sizing.png
Bar = 50 um.
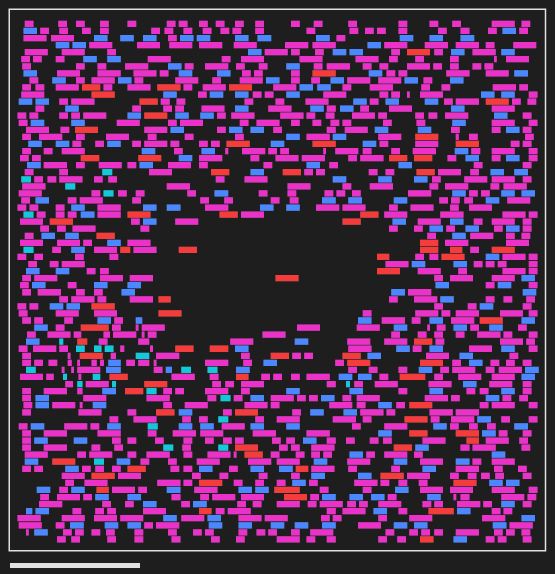
layers.png
Only two layers are drawn.
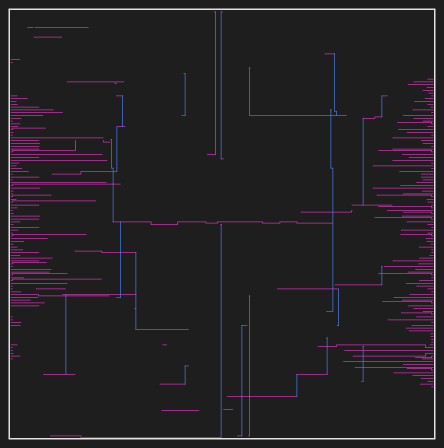
m4.png
Bar = 50 um.
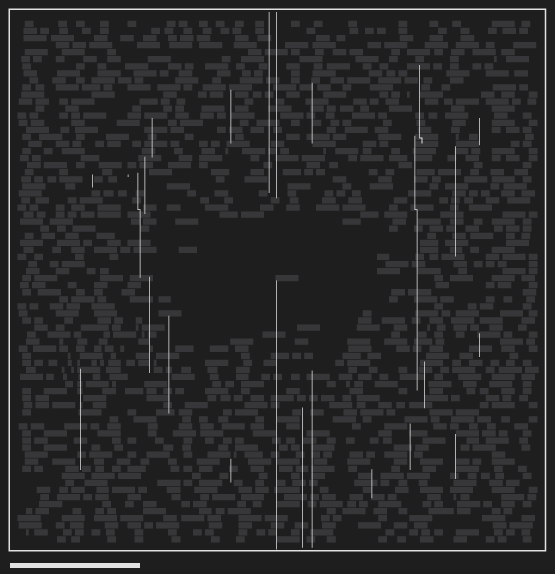
m2.png
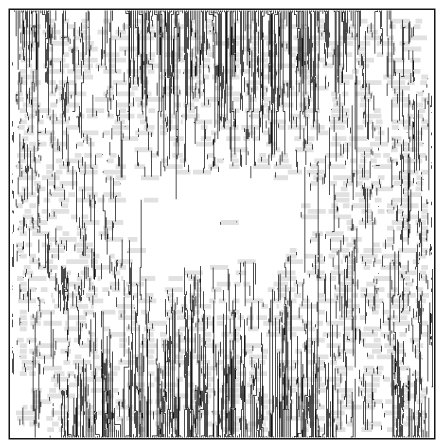
clock_nets.png
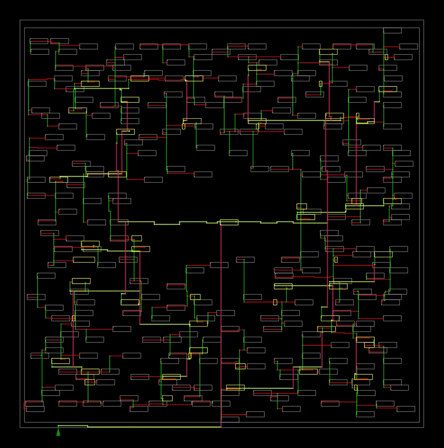
### src/rtl/dca_matrix_row_drainer_pkg.sv
// -----------------------------------------------------------------------------
// dca_matrix_row_drainer_pkg
//   Shared defaults and width helpers for the DCA matrix row drainer.
//   Default matrix geometry is defined here. row_index_width() gives the width of
//   a row index, and never returns less than one bit.
// -----------------------------------------------------------------------------
package dca_matrix_row_drainer_pkg;

    localparam int unsigned MATRIX_SIZE_DEFAULT      = 8;
    localparam int unsigned BW_TENSOR_SCALAR_DEFAULT = 32;

    // max(1, clog2(n)): a 1x1 matrix still needs a 1-bit index port
    function automatic int unsigned row_index_width(input int unsigned n);
        return (n <= 1) ? 1 : $clog2(n);
    endfunction

endpackage

### src/rtl/dca_matrix_row_drainer.sv
// -----------------------------------------------------------------------------
// dca_matrix_row_drainer
//   Reader side of the DCA matrix register shift port. On start, the block
//   captures the top row of the matrix register and pulses shift_up once per
//   row, for exactly MATRIX_SIZE_PARA pulses. The captured rows stream out on a
//   valid/ready interface at up to one row per cycle.
//
//   Optional feature macro: DCA_ROW_DRAINER_COL_MODE_EN
//     defined   : col_mode port and XPOSE state exist. The register is
//                 transposed before the first capture, so columns drain.
//     undefined : row order only. transpose is tied low.
//
// Ports
//   clk, rstnn           clock (rising edge), async active-low reset
//   start                drain request, sampled only while idle
//   col_mode             column-order drain (macro builds only)
//   clear                synchronous abort; overrides everything except reset
//   busy                 high while a drain is in progress
//   done                 1-cycle pulse on the final row handshake
//   shift_up, transpose  command strobes to the matrix register
//   upmost_rdata_list1d  current top row of the matrix register
//   row_valid/row_ready  output handshake
//   row_data, row_index  captured row and its index
//   row_last             row_valid on the final row
// -----------------------------------------------------------------------------
module dca_matrix_row_drainer
    import dca_matrix_row_drainer_pkg::*;
#(
    parameter int unsigned MATRIX_SIZE_PARA = MATRIX_SIZE_DEFAULT,
    parameter int unsigned BW_TENSOR_SCALAR = BW_TENSOR_SCALAR_DEFAULT,
    localparam int unsigned BW_TENSOR_ROW   = MATRIX_SIZE_PARA * BW_TENSOR_SCALAR,
    localparam int unsigned BW_ROW_INDEX    = row_index_width(MATRIX_SIZE_PARA)
) (
    input  logic                     clk,
    input  logic                     rstnn,
    input  logic                     start,
`ifdef DCA_ROW_DRAINER_COL_MODE_EN
    input  logic                     col_mode,
`endif
    input  logic                     clear,
    output logic                     busy,
    output logic                     done,
    output logic                     shift_up,
    output logic                     transpose,
    input  logic [BW_TENSOR_ROW-1:0] upmost_rdata_list1d,
    output logic                     row_valid,
    input  logic                     row_ready,
    output logic [BW_TENSOR_ROW-1:0] row_data,
    output logic [BW_ROW_INDEX-1:0]  row_index,
    output logic                     row_last
);

    // FSM encoding stays private to this module
`ifdef DCA_ROW_DRAINER_COL_MODE_EN
    typedef enum logic [1:0] {
        S_IDLE  = 2'd0,
        S_XPOSE = 2'd1,
        S_LOAD  = 2'd2,
        S_SEND  = 2'd3
    } state_t;
`else
    typedef enum logic [1:0] {
        S_IDLE  = 2'd0,
        S_LOAD  = 2'd2,
        S_SEND  = 2'd3
    } state_t;
`endif

    localparam logic [BW_ROW_INDEX-1:0] LAST_INDEX = BW_ROW_INDEX'(MATRIX_SIZE_PARA - 1);
    localparam logic [BW_ROW_INDEX-1:0] INDEX_ONE  = BW_ROW_INDEX'(1);

    state_t                     state_q;
    state_t                     state_d;
    logic [BW_TENSOR_ROW-1:0]   row_data_q;
    logic [BW_TENSOR_ROW-1:0]   row_data_d;
    logic [BW_ROW_INDEX-1:0]    row_index_q;
    logic [BW_ROW_INDEX-1:0]    row_index_d;
    logic                       shift_up_c;
    logic                       transpose_c;
    logic                       done_c;
    logic                       is_last_c;

    // State, captured row and row index registers
    always_ff @(posedge clk or negedge rstnn) begin
        if (!rstnn) begin
            state_q     <= S_IDLE;
            row_data_q  <= '0;
            row_index_q <= '0;
        end else begin
            state_q     <= state_d;
            row_data_q  <= row_data_d;
            row_index_q <= row_index_d;
        end
    end

    assign is_last_c = (row_index_q == LAST_INDEX);

    // Next state, captures, and the shift/transpose/done strobes.
    // The matrix register updates on the same edge that samples upmost_rdata_list1d,
    // so each capture takes the pre-shift top row.
    always_comb begin
        state_d     = state_q;
        row_data_d  = row_data_q;
        row_index_d = row_index_q;
        shift_up_c  = 1'b0;
        transpose_c = 1'b0;
        done_c      = 1'b0;

        case (state_q)
            S_IDLE: begin
                // A clear in the same cycle drops the start request
                if (!clear && start) begin
                    row_index_d = '0;
`ifdef DCA_ROW_DRAINER_COL_MODE_EN
                    state_d     = col_mode ? S_XPOSE : S_LOAD;
`else
                    state_d     = S_LOAD;
`endif
                end
            end

`ifdef DCA_ROW_DRAINER_COL_MODE_EN
            S_XPOSE: begin
                if (clear) begin
                    state_d = S_IDLE;
                end else begin
                    transpose_c = 1'b1;
                    state_d     = S_LOAD;
                end
            end
`endif

            S_LOAD: begin
                if (clear) begin
                    state_d = S_IDLE;
                end else begin
                    row_data_d = upmost_rdata_list1d;
                    shift_up_c = 1'b1;
                    state_d    = S_SEND;
                end
            end

            S_SEND: begin
                if (clear) begin
                    // Abort: the register is left partly shifted and done stays low
                    state_d = S_IDLE;
                end else if (row_ready) begin
                    if (is_last_c) begin
                        done_c  = 1'b1;
                        state_d = S_IDLE;
                    end else begin
                        // Load the next row on the handshake edge, with no bubble cycle
                        row_data_d  = upmost_rdata_list1d;
                        row_index_d = row_index_q + INDEX_ONE;
                        shift_up_c  = 1'b1;
                    end
                end
            end

            default: begin
                state_d = S_IDLE;
            end
        endcase
    end

    assign busy      = (state_q != S_IDLE);
    assign row_valid = (state_q == S_SEND);
    assign row_last  = row_valid && is_last_c;
    assign row_data  = row_data_q;
    assign row_index = row_index_q;
    assign shift_up  = shift_up_c;
    assign done      = done_c;
`ifdef DCA_ROW_DRAINER_COL_MODE_EN
    assign transpose = transpose_c;
`else
    assign transpose = 1'b0;
`endif

endmodule
### config.mk
export PLATFORM = sky130hd
export DESIGN_NAME = dca_matrix_row_drainer
export DESIGN_NICKNAME = d
export VERILOG_FILES = /design/src/rtl/dca_matrix_row_drainer_pkg.sv /design/src/rtl/dca_matrix_row_drainer.sv
export SDC_FILE = /design/constraint.sdc
export NUM_CORES = 1
export LEC_CHECK = 0
export CAP_MARGIN = 20
export CELL_PAD_IN_SITES_DETAIL_PLACEMENT = 1
export CELL_PAD_IN_SITES_GLOBAL_PLACEMENT = 1
export CORE_AREA = 2 2 204 206
export DETAILED_ROUTE_END_ITERATION = 6
export DIE_AREA = 0 0 206 208
export GPL_TIMING_DRIVEN = 0
export PLACE_DENSITY_LB_ADDON = 0.08
export SLEW_MARGIN = 20
export SYNTH_ARGS = -nofsm -noshare
export SYNTH_HDL_FRONTEND = slang
export SYNTH_SLANG_ARGS = --single-unit
### constraint.sdc
create_clock -name clk -period 2.3 [get_ports clk]
set_clock_uncertainty 0.1 [all_clocks]
set_input_delay 0.345 -clock clk [delete_from_list [all_inputs] [get_ports clk]]
set_output_delay 0.345 -clock clk [all_outputs]
set_load 0.02 [all_outputs]
==> summary.rpt <==
PHYSICAL IMPLEMENTATION REPORT
----------------------------------------------------
[Synthesis]
  Top cell type's share of synthesized area ........................ 58.98%
  Synth Area in Simple Gates ........................ 0.6892%
  Post-synth seq share ........................ 58.98%
  Number of cell instances after yosys synthesis ........................ 577
  Yosys top cell by area ........................ sky130_fd_sc_hd__dfrtp_1
  Area share of fa/ha/maj cells after synthesis ........................ 0.3389%
  Count of synthesis-stage warnings from yosys ........................ 0
  Cell count after synthesis ........................ 577
  Post-synthesis area per instance ........................ 19.19 um2
  Post-Synth XOR/XNOR Area ........................ 0%

[Setup path]
  Critical path destination ........................ shift_up
  Depth of the worst register-to-register path ........................ 8
  Required time worst endpoint ........................ 1.86 ns
  Worst reg-to-reg setup slack ........................ 0.09 ns
  Worst reg2reg path endpoint ........................ row_data[185]$_DFFE_PN0P_
  Critical Path Source ........................ row_index[1]$_DFFE_PN0P_
  Worst-path fanout max ........................ 3

[Power and ir drop]
  Total internal power ........................ 12.63 mW
  Power share of the combinational group ........................ 35.6%
  Net switching fraction of the power ........................ 29.67%
  Sw Pwr ........................ 5.326 mW

[Floorplan]
  Fraction of the core area occupied by cells at floorplan ........................ 27.31%
  Floorplan core area ........................ 40550 um2
  Row count ........................ 74
  Die X ........................ 206 um
  Well-Tap Cells ........................ 532

[Cells and area]
  Relative area of non-clock buffer cells in the final design ........................ 32.43%
  Clk tree area frac ........................ 6.062%
  Post-layout instance count excluding filler cells ........................ 1698
  Sequential fraction of total cell area ........................ 35.84%
  ANT cells ........................ 3
  Inverters excl. clock ........................ 3
  Seq cells ........................ 261
  Final layout net count ........................ 1408
  Utilization after layout ........................ 44.94%

[Global route]
  Pin count of the biggest net entering global routing ........................ 81
  Number of global-route vias before repair ........................ 7812
  Global-route wire length before repair ........................ 53190 um

[Clock tree]
  Maximum clock insertion buffer count ........................ 3
  Worst skew pair latency ........................ 0.52 ns

[Place]
  Cell area reported after detailed placement ........................ 17070 um2
  Worst-case setup slack after placement ........................ -0.07499 ns
  Final estimated routing congestion in global placement ........................ 0.7242

[Final timing]
  Worst Tran Pin Value ........................ 0.6108 ns
  Max-slew violation count ........................ 0
  Slack of the critical path ........................ 0.08619 ns
  Setup Viol. Count Final ........................ 0
  Worst slew margin relative to its limit ........................ 58.97%

[Status]
  Run status ........................ finished clean

[Job]
  Tool warning count ........................ 27

----------------------------------------------------
About sizing.png:
[magenta] x1 and smaller | cells: 813 | most used: clkdlybuf4s50_1
[blue] x3 and x4 | cells: 245 | most used: mux2_4
[cyan] x2 | cells: 26 | most used: mux2_2
[red] x6 and larger | cells: 79 | most used: clkbuf_16
total of plain and repair buffers excluding clock buffers: 560
final standard cell area without fillers: 18230 um2

About layers.png:
[magenta] M3 | wire length: 3010 um
[blue] M4 | wire length: 868 um
Overall Global Routing Usage: 16.69%
final wirelength: 36430 um
number of vias in the routed layout: 7072
wire length per cell after detailed routing: 21.46 um

About m4.png:
nets with wire on the layer: 11
main direction: vertical
wire length on this layer: 868 um
longest straight run: 103 um
share of all routed wire: 2.4%

About m2.png:
wire length on this layer: 19200 um
nets with wire on the layer: 1347
main direction: vertical
GRT met2 Usage: 29.83%

About clock_nets.png:
clock network power: 5.29 mW
cts bufs inserted: 35
final-layout clock buffer total: 54
TritonCTS Sinks: 261

## worst max-delay path, stage by stage, from the launching register on
cell and delay [ns]:
sky130_fd_sc_hd__dfrtp_1 0.40, sky130_fd_sc_hd__ha_1 0.21, sky130_fd_sc_hd__ha_1 0.20, sky130_fd_sc_hd__nand2b_4 0.15
sky130_fd_sc_hd__a21oi_2 0.15, sky130_fd_sc_hd__buf_6 0.14
## placed cells by master, fill, tap and decap left out, drive strengths merged, types with 3 or more instances in the layout
cell           synthesis  final
nand2b                 3      3
mux2                 256    256
ha                     3      3
dfrtp                261    261
diode                  0      3
clkdlybuf4s50          0    518
nand2                  4      4
inv                    3      3
buf                   29     38
clkbuf                 1     55
## repair_timing
action                                  in CTS  in global routing
hold buffers                                 1                  0
hold endpoints to repair                    38                  0
gates resized                               17                  3
endpoints found under the setup margin     245                  2
buffers inserted                             2                  0
gates cloned                                 0                  0
pin swaps                                    1                  1
## layer usage
| metal | global-route usage (%) | vias to the layer above | part of all wire [%] |
|---|---|---|---|
| li1 | - | 3153 | - |
| met1 | 18.32 | 3599 | 37 |
| met2 | 29.83 | 267 | 53 |
| met3 | 5.717 | 51 | 8.3 |
| met4 | 5.542 | 2 | 2.4 |
| met5 | 0 | - | 0.036 |
## power by group through the flow
stage,sequential (mW),combinational [mW],clock [mW]
after global routing,6.42,6.67,5.68
after floorplan,7.61,1.84,0
final,6.27,6.39,5.29
after CTS,6.28,6.50,5.51
after global placement,6.31,6.42,0
after detailed placement,6.33,6.46,0
## Yosys cell counts, drive strengths merged
cell     number
mux2i         2
buf          29
a31oi         1
ha            3
nand2b        3
nor3          2
a21oi         2
o21ba         1
nand2         4
or2           1
mux2        256
a2bb2oi       1
a211oi        1
dfrtp       261
nor2          2
clkbuf        1
and3          1
inv           3
or4b          1
o21ai         1
conb          1
No activity file was given, so power comes from the tool's default toggle rates.
